File: src/rtl/label_demux.sv
// Label-steered demultiplexer: one labelled input stream split into two
// isolated FIFOs, one per security domain (L and H).

module label_fifo #(
  parameter int DW    = 8,
  parameter int DEPTH = 4
) (
  input  logic          clk,
  input  logic          rst,
  input  logic          push,
  input  logic [DW-1:0] push_data,
  input  logic          pop_ready,
  output logic          full,
  output logic          head_valid,
  output logic [DW-1:0] head_data
);

  localparam int AW = (DEPTH > 1) ? $clog2(DEPTH) : 1;
  localparam int CW = $clog2(DEPTH + 1);
  localparam logic [CW-1:0] FULL_COUNT = CW'(DEPTH);

  logic [DW-1:0] mem [DEPTH];
  logic [AW-1:0] wr_ptr;
  logic [AW-1:0] rd_ptr;
  logic [CW-1:0] count;
  logic          pop;

  assign full       = (count == FULL_COUNT);
  assign head_valid = (count != '0);
  assign pop        = head_valid && pop_ready;
  // The head is masked so an empty queue never exposes a leftover entry.
  assign head_data  = head_valid ? mem[rd_ptr] : '0;

  // A vacated slot is zeroed before any write so both can share one edge;
  // while not full the write slot never coincides with the read slot.
  always_ff @(posedge clk) begin
    if (rst) begin
      wr_ptr <= '0;
      rd_ptr <= '0;
      count  <= '0;
      for (int i = 0; i < DEPTH; i++) mem[i] <= '0;
    end else begin
      if (pop) begin
        mem[rd_ptr] <= '0;
        rd_ptr      <= rd_ptr + AW'(1);
      end
      if (push) begin
        mem[wr_ptr] <= push_data;
        wr_ptr      <= wr_ptr + AW'(1);
      end
      if (push && !pop)      count <= count + CW'(1);
      else if (pop && !push) count <= count - CW'(1);
    end
  end

endmodule

module label_demux #(
  parameter int DW    = 8,
  parameter int DEPTH = 4
) (
  input  logic          clk,
  input  logic          rst,
  input  logic          in_valid,
  input  logic          in_lbl,
  input  logic [DW-1:0] in_data,
  output logic          in_ready,
  output logic          lo_valid,
  output logic [DW-1:0] lo_data,
  input  logic          lo_ready,
  output logic          hi_valid,
  output logic [DW-1:0] hi_data,
  input  logic          hi_ready
);

  logic full_l;
  logic full_h;
  logic push_l;
  logic push_h;

  // The L queue only ever sees L-labelled traffic and its own fullness, so
  // nothing on the H side can reach lo_valid/lo_data.
  assign in_ready = in_lbl ? !full_h : !full_l;
  assign push_l   = in_valid && !in_lbl && !full_l;
  assign push_h   = in_valid &&  in_lbl && !full_h;

  label_fifo #(.DW(DW), .DEPTH(DEPTH)) u_q_l (
    .clk        (clk),
    .rst        (rst),
    .push       (push_l),
    .push_data  (in_data),
    .pop_ready  (lo_ready),
    .full       (full_l),
    .head_valid (lo_valid),
    .head_data  (lo_data)
  );

  label_fifo #(.DW(DW), .DEPTH(DEPTH)) u_q_h (
    .clk        (clk),
    .rst        (rst),
    .push       (push_h),
    .push_data  (in_data),
    .pop_ready  (hi_ready),
    .full       (full_h),
    .head_valid (hi_valid),
    .head_data  (hi_data)
  );

endmodule

File: config.mk
export PLATFORM = sky130hd
export DESIGN_NAME = label_demux
export DESIGN_NICKNAME = d
export VERILOG_FILES = /design/src/rtl/label_demux.sv
export SDC_FILE = /design/constraint.sdc
export NUM_CORES = 1
export LEC_CHECK = 0
export ABC_AREA = 1
export CORE_ASPECT_RATIO = 1.25
export CORE_UTILIZATION = 54
export DETAILED_ROUTE_END_ITERATION = 10
export PLACE_DENSITY = 0.82
export SYNTH_ARGS = -nofsm -noshare
export SYNTH_HDL_FRONTEND = slang
export SYNTH_SLANG_ARGS = --single-unit
File: constraint.sdc
create_clock -name clk -period 2.07 [get_ports clk]
set_input_delay 0.414 -clock clk [delete_from_list [all_inputs] [get_ports clk]]
set_output_delay 0.414 -clock clk [all_outputs]
set_load 0.02 [all_outputs]
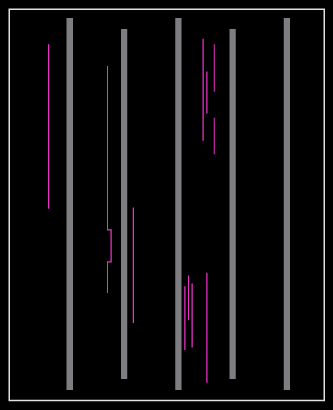
Run 1: the metal 4 layer
Scale: 4 px per micron. Supply wires on this layer in grey.
The longest straight run is 40.8 microns. 10 nets have wire on it.

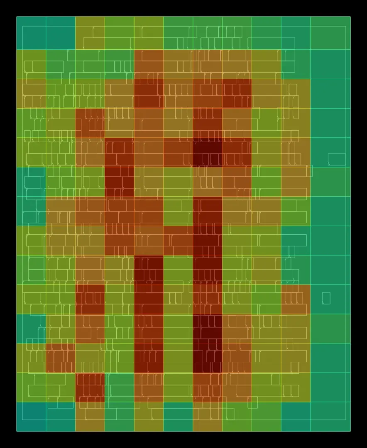
Run 1: routing congestion
grt met2 use: 0.434
Top Usage Layer GRT: met2
GR Util met3: 0.0300
met1 Track Usage GR: 0.288

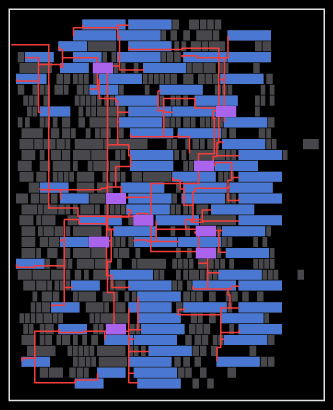
Run 1: clock network drawn from the DEF
Scale: 4 px per micron.
Key: red = clock wires [length 944 microns]; blue = flip-flops [count 82]; purple = clock-net drivers [count 9]
There are 10 routed clock nets.

==> reports/qor.csv, run 1 <==
stage;metric;value;unit
detailed_routing;drc;0;
floorplan;rows;34;
floorplan;dieArea;7640;sq um
detailed_routing;antenna_left;0;
setup_path;crit_type;reg -> out;
finish;seq_area;2280;sq um
outcome;status;finished, final reports clean;
setup_path;cp-end-kind;output pin;
clocking;cts_buffer_depth;2;
place;io_buffers;32;
yosys;synth_cells;422;
finish;nets;508;
yosys;synth_cell_types;22;
clocking;clk_latency;0.36;ns
floorplan;die_h;97.5;microns
detailed_routing;first_pass_iters;5;
flow_run;max_cap_violations;0;
finish;combGateArea;1460;sq um
yosys;yosysChipArea;3940;sq um
yosys;edf_count;64;
setup_path;critPathMaxStageDelay;0.36;ns
grt;grt_pass1_vias;3001;
yosys;syn_area;3940;sq um
timing;maxSlewHeadroom;0.724;
timing;hold_viol;0;
clocking;cts_made_buffers;9;
clocking;cts_tree;done;
timing;period_needed;2.05;ns
yosys;synthArstFlopShare;0;
finish;syn2layout_area_growth;22.1;%
place;post-dp-hpwl;6.16;mm
grt;grtUsageTotal;0.246;
clocking;cts_root_buffer;clkbuf_8;
timing;setup_viol;0;
timing;max_freq;489;MHz
grt;grt_overflow;0;
flow_run;warnings;33;
timing;setup_tns;0;ns
finish;final_area;4800;sq um
timing;rsz0062_at_grt;true;
timing;finClkSkew;0.0113;ns
==> run 1: layout make-up <==
class / count / share of cell area
Inverter: 37 / 0.0307
Clock buffer: 12 / 0.0370
Timing Repair Buffer: 59 / 0.118
Clock inverter: 4 / 0.0112
Tap cell: 90 / 0.0234
Sequential cell: 82 / 0.476
Multi-Input combinational cell: 293 / 0.304
==> run 1: repair_timing <==
action / CTS / global route
setup buffers: 0 / 2
hold buffers: 0 / 0
endpoints found under the setup margin: 17 / 18
pin swaps: 0 / 3
gates resized: 37 / 37
==> run 1: cells by family (layout without fill, tap and decap cells) <==
kind of cell / Yosys count / count (layout) / synth area share
buffers and inverters: 47 / 112 / 0.0518
muxes: 1 / 1 / 0.00286
DFF: 82 / 82 / 0.580
adders and majority gates: 12 / 12 / 0.0420
and+or+nand+nor: 211 / 211 / 0.234
AOI/OAI and AO/OA: 68 / 68 / 0.0871
xor gates and xnor gates: 1 / 1 / 0.00223
==> run 1: where the power goes <==
| part | total (uW) | internal [uW] | switching (uW) |
|---|---|---|---|
| registers | 2320 | 2160 | 165 |
| logic | 2550 | 953 | 1600 |
| clock network | 1310 | 709 | 600 |
| total | 6190 | 3820 | 2370 |
==> run 1: per-stage QoR <==
stage	worst slack (ns)	utilization	cells	total power, uW
after CTS	0.00284	0.688	575	6140
after global routing	-0.0561	0.684	577	6520
after floorplan	0.314	-	422	3880
after detailed placement	-0.211	0.654	559	4960
final	0.0237	0.684	577	6190
after global placement	-0.141	0.654	559	4870
==> run 1: sequential cells by signal (all words and copies together) (netlist names), named ones only <==
signal,cells
u_q_l.count,3
u_q_h.mem,32
u_q_l.rd_ptr,2
u_q_h.rd_ptr,2
u_q_h.count,3
u_q_h.wr_ptr,2
u_q_l.wr_ptr,2
u_q_l.mem,32
==> run 1: path summary, 6_finish.rpt <==
path         depth (start not counted)  slack (ns)        endpoint           start
max                                  6        0.02      lo_data[5]            flop
min                                  1        0.49  u_q_l.count[0]  u_q_l.count[0]
max reg2reg                         11        0.25  u_q_l.count[2]  u_q_l.count[0]
min reg2reg                          1        0.49  u_q_l.count[0]  u_q_l.count[0]
==> run 1: Yosys cell counts, types with 3 or more instances <==
cell,n,area (sq um)
nor2_1,147,552
a21oi_1,19,95.1
o21ai_0,47,235
ha_1,10,125
dfxtp_1,18,360
nand2_4,8,90.1
nand2_1,38,143
buf_4,6,45.0
edfxtp_1,64,1920
nand2_2,9,56.3
inv_1,33,124
nor2_2,3,18.8
inv_2,4,15.0
==> run 1: metal layers <==
| layer | global-route usage | up-vias | wire length, microns |
|---|---|---|---|
| met3 | 0.0300 | 25 | 441 |
| met4 | 0.131 | 0 | 252 |
| met2 | 0.434 | 129 | 4690 |
| li1 | - | 1499 | - |
| met1 | 0.288 | 1450 | 3500 |
| met5 | 0 | - | 0 |
==> run 1: worst reg2reg max path, cell delays in order (launching register included) <==
cell and delay [ns]:
dfxtp_2 0.35, nor2_2 0.18, nand2_2 0.13, nand2_2 0.11, ha_2 0.18, inv_1 0.06
fa_2 0.34, nand2_1 0.08, nand3_1 0.09, nand2_1 0.08, nand2_1 0.05, nor2_1 0.12
==> run 2, diff against run 1 <==
--- a/config.mk
+++ b/config.mk
@@ -7,6 +7,7 @@
 export LEC_CHECK = 0
 export ABC_AREA = 1
 export CORE_ASPECT_RATIO = 1.25
+export CORE_MARGIN = 8
 export CORE_UTILIZATION = 54
 export DETAILED_ROUTE_END_ITERATION = 10
 export PLACE_DENSITY = 0.82
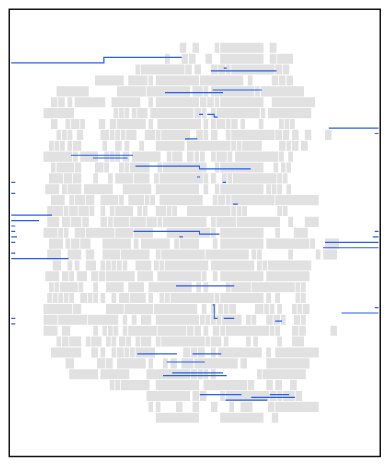
Run 2: metal 3
Scale: 4 px per micron.
The longest straight run is 23.0 microns. The layer carries 368 microns of wire. 40 nets have wire on it. The layer holds 4.6% of the routed length.

==> reports/qor.csv, run 2 <==
stage;metric;value;unit
pwr;p_total;5750;uW
setup_path;critPathMaxStageDelay;0.52;ns
yosys;topCellsByArea;edfxtp_1 (49%), nor2_1 (14%), dfxtp_1 (9.2%);
yosys;edf_count;64;
setup_path;worstSetupStartpoint;in_lbl;
timing;hold_viol;0;
setup_path;crit_path_top_delay_cell;clkdlybuf4s50_1;
grt;grt_first_pass_wirelength;13.0;mm
clocking;cts_root_buffer;clkbuf_8;
timing;tightest_slew;0.339;ns
yosys;xor_area_frac;0.00223;
pwr;p_per_area;1230;nW/um^2
yosys;simple_gate_area_frac;0.234;
yosys;top_cells_by_count;nor2_1 (147), edfxtp_1 (64), o21ai_0 (47);
clocking;cts_buffer_depth;2;
yosys;synth_cell_types;22;
setup_path;worstPathRequired;1.66;ns
clocking;cts_made_buffers;9;
floorplan;io_pins;33;
finish;top_regs;u_q_h.mem: 32 flops, u_q_l.mem: 32 flops;
timing;rsz0062_at_grt;false;
timing;maxSlewHeadroom;0.774;
clocking;htree_levels;3;
yosys;synth_cells;422;
floorplan;die_h;111;microns
detailed_routing;drc;0;
min_path;min-delay-start;u_q_l.count[0];
yosys;syn_area;3940;sq um
yosys;top_cell;nor2_1;
floorplan;rows;35;
place;io_buffers;32;
setup_path;worstPathMaxFanout;3;
grt;grt_pass1_vias;2941;
flow_run;max_cap_violations;0;
timing;setup_tns;0;ns
setup_path;crit_type;in -> out;
timing;max_freq;499;MHz
yosys;aoi_share;0.0871;
place;post-dp-hpwl;6.02;mm
min_path;whs_path_depth;1;
detailed_routing;drtIter0Drc;263;
floorplan;dieArea;10300;sq um
yosys;synth_area_leader_cell;edfxtp_1;
yosys;top_area_frac;0.488;
grt;grt_overflow;0;
finish;syn2layout_area_growth;19.1;%
yosys;ys_seq_frac;0.580;
pwr;p_leak;0.00204;uW
clocking;clk_latency;0.34;ns
outcome;status;finished, final reports clean;
flow_run;warnings;32;
setup_path;reg2reg_depth;12;
timing;finClkSkew;0.00477;ns
clocking;cts_tree;done;
finish;layout_top_cell;nor2_1;
detailed_routing;antenna_left;0;
clocking;clk_transition_reported_paths;0.07;ns
yosys;ys_warn_count;0;
yosys;yosysChipArea;3940;sq um
timing;period_needed;2.00;ns
floorplan;die_w;92.4;microns
yosys;ff_type;edfxtp_1;
clocking;cts.sinks;82;
yosys;synthArstFlopShare;0;
timing;setup_viol;0;
setup_path;regToRegStartpoint;u_q_l.count[0];
yosys;top_logic_kind;simple AND/OR/NAND/NOR gates;
setup_path;critPathArrivalTime;1.59;ns
detailed_routing;first_pass_iters;5;
grt;grtUsageTotal;0.158;
yosys;ys_sh_adder;0.0420;
finish;nets;504;
grt;grt_max_degree;20;
yosys;synth.avg_cell_area;9.33;sq um
detailed_routing;num_vias;2945;
yosys;synth.mux.area_fraction;0.00286;
setup_path;cp-end-kind;output pin;
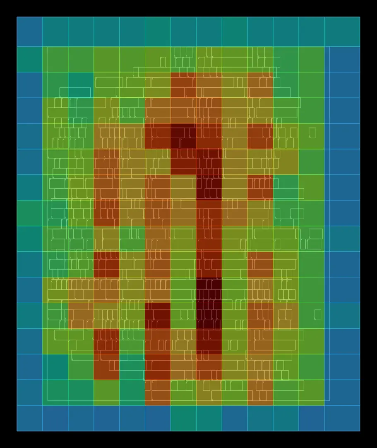
Run 2: routing congestion
met1 Track Usage GR: 0.167
WL/cell: 13.9 microns
Final Util: 0.649

## run 2: cell types whose count changed in the layout (fill, tap and decap cells not counted), moves of 2 or more
cell	previous run	this run
a21oi_1	17	15
a21oi_2	2	4
buf_2	4	8
buf_4	21	16
clkbuf_16	2	0
clkdlybuf4s15_2	3	1
clkinv_2	0	3
dfxtp_1	16	14
dfxtp_2	2	4
inv_2	4	2
o21ai_0	42	45
o21ai_1	5	2
## run 2: area by class of cell
cell class              instances  area (sq um)
inverters                      37           151
well taps                      92           115
clock inverters                 6          33.8
fillers                       573          2540
multi-input cells             293          1470
repair buffers                 55           505
flip-flops and latches         82          2290
clock buffers                  10           128
## run 2: what timing repair did
| item | in CTS | in global routing |
|---|---|---|
| endpoints found under the setup margin | 17 | 19 |
| hold buffers | 0 | 0 |
| resized | 42 | 31 |
| buffers inserted | 0 | 1 |
## run 2: worst max-delay path: cells and delay by family
kind	cells	cell delay, ns
buf+inv	2	0.84
mux	1	0.34
## run 2: cell families (layout without fill, tap and decap cells)
logic type,after synthesis,after routing
adder cells (fa/ha/maj),12,12
buffers and inverters,47,108
flip-flops,82,82
AND/OR/NAND/NOR,211,211
XOR/XNOR,1,1
multiplexers,1,1
AND-OR/OR-AND,68,68
## run 2: per-layer routing
metal / GRT usage / up-vias / share of wire
li1: - / 1491 / -
met1: 0.167 / 1372 / 0.41
met2: 0.282 / 76 / 0.53
met3: 0.0303 / 6 / 0.046
met4: 0.0970 / 0 / 0.011
met5: 0 / - / 0
## run 2: final timing paths
kind / endpoint / slack, ns
setup / recovery: in_ready / 0.07
hold reg to reg: u_q_l.count[0] / 0.48
hold / removal: u_q_l.count[0] / 0.48
setup reg to reg: u_q_l.count[2] / 0.25
## run 2: per-stage QoR
| step | cells | instance area [sq um] | worst slack, ns | utilization | hold WS, ns |
|---|---|---|---|---|---|
| floorplan | 422 | 3940 | 0.314 | - | 0.476 |
| global placement | 558 | 4560 | -0.147 | 0.631 | 0.499 |
| detailed placement | 558 | 4560 | -0.237 | 0.631 | 0.502 |
| CTS | 574 | 4740 | 0.000323 | 0.655 | 0.478 |
| global route | 575 | 4690 | 0.00551 | 0.649 | 0.503 |
| finish | 575 | 4690 | 0.0650 | 0.649 | 0.483 |
## run 2: where the power goes
part / leakage, uW / internal (uW) / switching, uW
Combinational: 0.00116 / 900 / 1560
Sequential: 0.000796 / 2160 / 158
Clock: 0.0000795 / 425 / 542
Total: 0.00204 / 3490 / 2260
Power figures rest on the tool's default switching activity, not on a simulated workload.
